`config.mk`:
```
export PLATFORM = sky130hd
export DESIGN_NAME = pipe_rr_arbiter
export DESIGN_NICKNAME = d
export VERILOG_FILES = /design/src/rtl/pipe_rr_arbiter.sv
export SDC_FILE = /design/constraint.sdc
export NUM_CORES = 1
export LEC_CHECK = 0
export CAP_MARGIN = 20
export CORE_ASPECT_RATIO = 1.1
export CORE_MARGIN = 1
export CORE_UTILIZATION = 38
export CTS_CLUSTER_DIAMETER = 150
export DETAILED_ROUTE_END_ITERATION = 6
export PLACE_DENSITY = 0.77
export SLEW_MARGIN = 30
export SYNTH_ARGS = -nofsm -noshare
export SYNTH_HDL_FRONTEND = slang
export SYNTH_SLANG_ARGS = --single-unit
```
`constraint.sdc`:
```
create_clock -name clk -period 2.2 [get_ports clk]
set_input_delay 0.44 -clock clk [delete_from_list [all_inputs] [get_ports clk]]
set_output_delay 0.44 -clock clk [all_outputs]
set_load 0.03 [all_outputs]
```
`src/rtl/pipe_rr_arbiter.sv`:
```
// Round-robin arbiter that shares one downstream DOR/DIR/ack stage between NUM_REQ producers.
// Optional watchdog on a stalled consumer: define ARB_TIMEOUT_EN.
module pipe_rr_arbiter #(
  parameter int NUM_REQ = 4,
  parameter int WIDTH   = 8,
  parameter int TIMEOUT = 255
) (
  input  logic                       clk,
  input  logic                       reset,
  input  logic [NUM_REQ-1:0]         req_dor,
  input  logic [NUM_REQ*WIDTH-1:0]   req_data,
  output logic [NUM_REQ-1:0]         req_ack,
  output logic                       out_dir,
  output logic [WIDTH-1:0]           out_data,
  input  logic                       out_ack_in,
  output logic [$clog2(NUM_REQ)-1:0] grant_id,
  output logic                       busy,
  output logic                       timeout_err
);
  localparam int IDW = $clog2(NUM_REQ);

  typedef enum logic [1:0] {S_IDLE, S_GRANT, S_RELEASE} state_t;

  state_t             r_state, w_state_nxt;
  logic [IDW-1:0]     r_rr_ptr, r_grant_id, w_sel, w_ptr_inc;
  logic [NUM_REQ-1:0] r_req_ack;
  logic [WIDTH-1:0]   r_out_data, w_sel_data;
  logic               r_out_dir, r_tmo_err;
  logic               w_any, w_go, w_done, w_tmo;

  // First requester at or above rr_ptr, wrapping; scan downward so the nearest one wins.
  always_comb begin
    int idx;
    w_any = 1'b0;
    w_sel = '0;
    for (int k = NUM_REQ - 1; k >= 0; k--) begin
      idx = int'(r_rr_ptr) + k;
      if (idx >= NUM_REQ) idx = idx - NUM_REQ;
      if (req_dor[IDW'(idx)]) begin
        w_any = 1'b1;
        w_sel = IDW'(idx);
      end
    end
  end

  always_comb begin
    w_sel_data = '0;
    for (int i = 0; i < NUM_REQ; i++)
      if (w_sel == IDW'(i)) w_sel_data = req_data[i*WIDTH +: WIDTH];
  end

  assign w_ptr_inc = (r_grant_id == IDW'(NUM_REQ - 1)) ? '0 : r_grant_id + 1'b1;

`ifdef ARB_TIMEOUT_EN
  localparam int TW = $clog2(TIMEOUT + 1);
  logic [TW-1:0] r_tmo_cnt;

  always_ff @(posedge clk or negedge reset) begin
    if (!reset)                  r_tmo_cnt <= '0;
    else if (w_go)               r_tmo_cnt <= '0;
    else if (r_state == S_GRANT) r_tmo_cnt <= r_tmo_cnt + 1'b1;
  end
`else
  logic w_unused_tmo;
  assign w_unused_tmo = (TIMEOUT > 0);
`endif

  always_ff @(posedge clk or negedge reset) begin
    if (!reset) r_state <= S_IDLE;
    else        r_state <= w_state_nxt;
  end

  always_comb begin
    w_state_nxt = r_state;
    w_go        = 1'b0;
    w_done      = 1'b0;
    w_tmo       = 1'b0;
    case (r_state)
      S_IDLE: if (w_any) begin
        w_go        = 1'b1;
        w_state_nxt = S_GRANT;
      end
      S_GRANT: begin
        if (out_ack_in) begin
          w_done      = 1'b1;
          w_state_nxt = S_RELEASE;
        end
`ifdef ARB_TIMEOUT_EN
        else if (r_tmo_cnt == TW'(TIMEOUT - 1)) begin
          w_tmo       = 1'b1;
          w_state_nxt = S_IDLE;
        end
`endif
      end
      S_RELEASE: w_state_nxt = S_IDLE;
      default:   w_state_nxt = S_IDLE;
    endcase
  end

  // req_ack defaults low every cycle, which makes the ack a single-cycle pulse.
  always_ff @(posedge clk or negedge reset) begin
    if (!reset) begin
      r_req_ack  <= '0;
      r_out_dir  <= 1'b0;
      r_out_data <= '0;
      r_grant_id <= '0;
      r_rr_ptr   <= '0;
      r_tmo_err  <= 1'b0;
    end else begin
      r_req_ack <= '0;
      if (w_go) begin
        r_grant_id <= w_sel;
        r_out_data <= w_sel_data;
        r_out_dir  <= 1'b1;
      end
      if (w_done) begin
        r_out_dir <= 1'b0;
        r_req_ack <= NUM_REQ'(1) << r_grant_id;
        r_rr_ptr  <= w_ptr_inc;
      end
      if (w_tmo) begin
        r_out_dir <= 1'b0;
        r_tmo_err <= 1'b1;
        r_rr_ptr  <= w_ptr_inc;
      end
    end
  end

  assign req_ack     = r_req_ack;
  assign out_dir     = r_out_dir;
  assign out_data    = r_out_data;
  assign grant_id    = r_grant_id;
  assign busy        = (r_state != S_IDLE);
  assign timeout_err = r_tmo_err;

endmodule

```
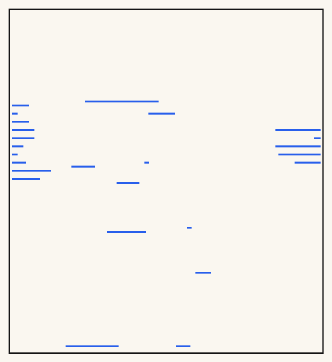
met3.png
Scale: 6 px per um.
The layer carries 96.6 um of wire. 21 nets have wire on it. The wires run mostly horizontal.

==> run notes <==
run metrics: routed vias 987, share of cells above drive strength 1 12.0%, commonest cells in the netlist 19 x dfrtp_1, 17 x mux2i_1, 12 x nand2_1, Core Util, Final 66.4%, gr ovfl total 0, Critical Path AT 1.61 ns, Post-CTS Setup Bufs 0, largest net degree at the start of global routing 20, area of the mapped netlist 1050 sq um, Synth area leaders dfrtp_1 45%, mux2i_1 16%, o221ai_1 6.7%, ha_1 4.8%, nand2_1 4.3%, leakage dissipation 0.000764 uW, Worst Setup EP busy, clk latency late pin 0.29 ns, Die Wd 52.1 um, syn_nets 140, first drt pass iteration count 4, CTS sink count 19, count leader, synth dfrtp_1, Post-Route WL 2600 um, actual slew at the worst max-slew pin 0.615 ns, max-slew headroom at the worst pin 58.9%, fin area 1690 sq um, outcome complete, no violations, CP max FO 4, CTS clk-pin slew, worst paths 0.11 ns, uppermost layer routed met4, critical path required time 1.76 ns, RR Startpoint r_rr_ptr[1], VDD IR max 803 uV, vias per cell 5.22, ys async rst share 100%, Unique cell types 22, global placer's final weighted congestion 0.755, path depth of the worst reg2reg path 5, total die area 2970 sq um, R2R setup slack 0.45 ns
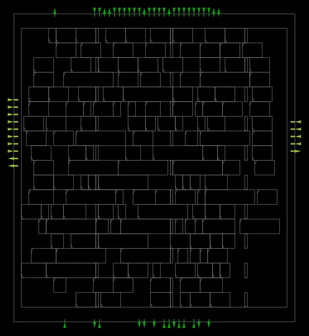
final_placement.png
std cell rows: 19
n_taps: 31
non-filler instance count after layout: 189

through the flow:
step | cells | worst slack (ns) | hold WS [ns]
floorplan | 97 | 0.510 | 0.144
global placement | 185 | -0.137 | 0.452
detailed placement | 185 | -0.218 | 0.467
CTS | 189 | 0.129 | 0.469
global route | 189 | 0.0851 | 0.475
finish | 189 | 0.150 | 0.464
how the worst min path moves through the flow:
stage / from / end / slack (ns) / cells past startpoint
2_1_floorplan: reset / grant_id[0] / 0.14 / 0
3_3_place_gp: r_state[1] / r_state[0] / 0.45 / 1
3_5_place_dp: r_state[1] / r_state[0] / 0.47 / 1
4_1_cts: reset / req_ack[0] / 0.47 / 2
5_1_grt: reset / req_ack[0] / 0.47 / 2
6_report: reset / req_ack[2] / 0.46 / 2
power breakdown:
group | total [uW] | switching, uW | internal (uW)
Clock | 175 | 107 | 67.7
Combinational | 1030 | 536 | 496
Sequential | 580 | 99.7 | 481
Total | 1790 | 743 | 1040
sequential cells by signal, indices dropped and copies added, names as in the netlist:
| register | cells |
|---|---|
| out_data | 8 |
| req_ack | 4 |
| grant_id | 2 |
| r_rr_ptr | 2 |
| r_state | 2 |
| out_dir | 1 |
critical path: stages (launching register included):
cell	delay, ns
dfrtp_1	0.42
nor2_2	0.24
inv_1	0.07
clkdlybuf4s50_1	0.59
cells in the final DEF, fill, tap and decap left out, drive strengths merged, types with 5 or more instances in the layout:
cell	n
buf	8
clkdlybuf4s50	54
dfrtp	19
inv	5
mux2i	17
nand2	13
nor2	6
o221ai	8
layout make-up:
type | instances | area share [%]
clock buffers | 3 | 1.33
well taps | 31 | 2.30
inverters | 5 | 1.11
repair buffers | 62 | 36.3
flip-flops and latches | 19 | 28.2
clock inverters | 1 | 0.297
multi-input cells | 68 | 30.5
cells by family after synthesis:
logic type / share of synthesized area (%)
AND-OR/OR-AND: 11.8
adder cells (fa/ha/maj): 4.78
buffers and inverters: 6.21
flip-flops: 45.4
multiplexers: 18.4
other: 0.358
AND/OR/NAND/NOR: 13.0
per-layer routing:
layer,vias up,track usage [%]
li1,469,-
met2,30,36.6
met3,6,2.40
met1,482,21.9
met5,-,0
met4,0,9.27
Power and IR drop assume default switching activity.
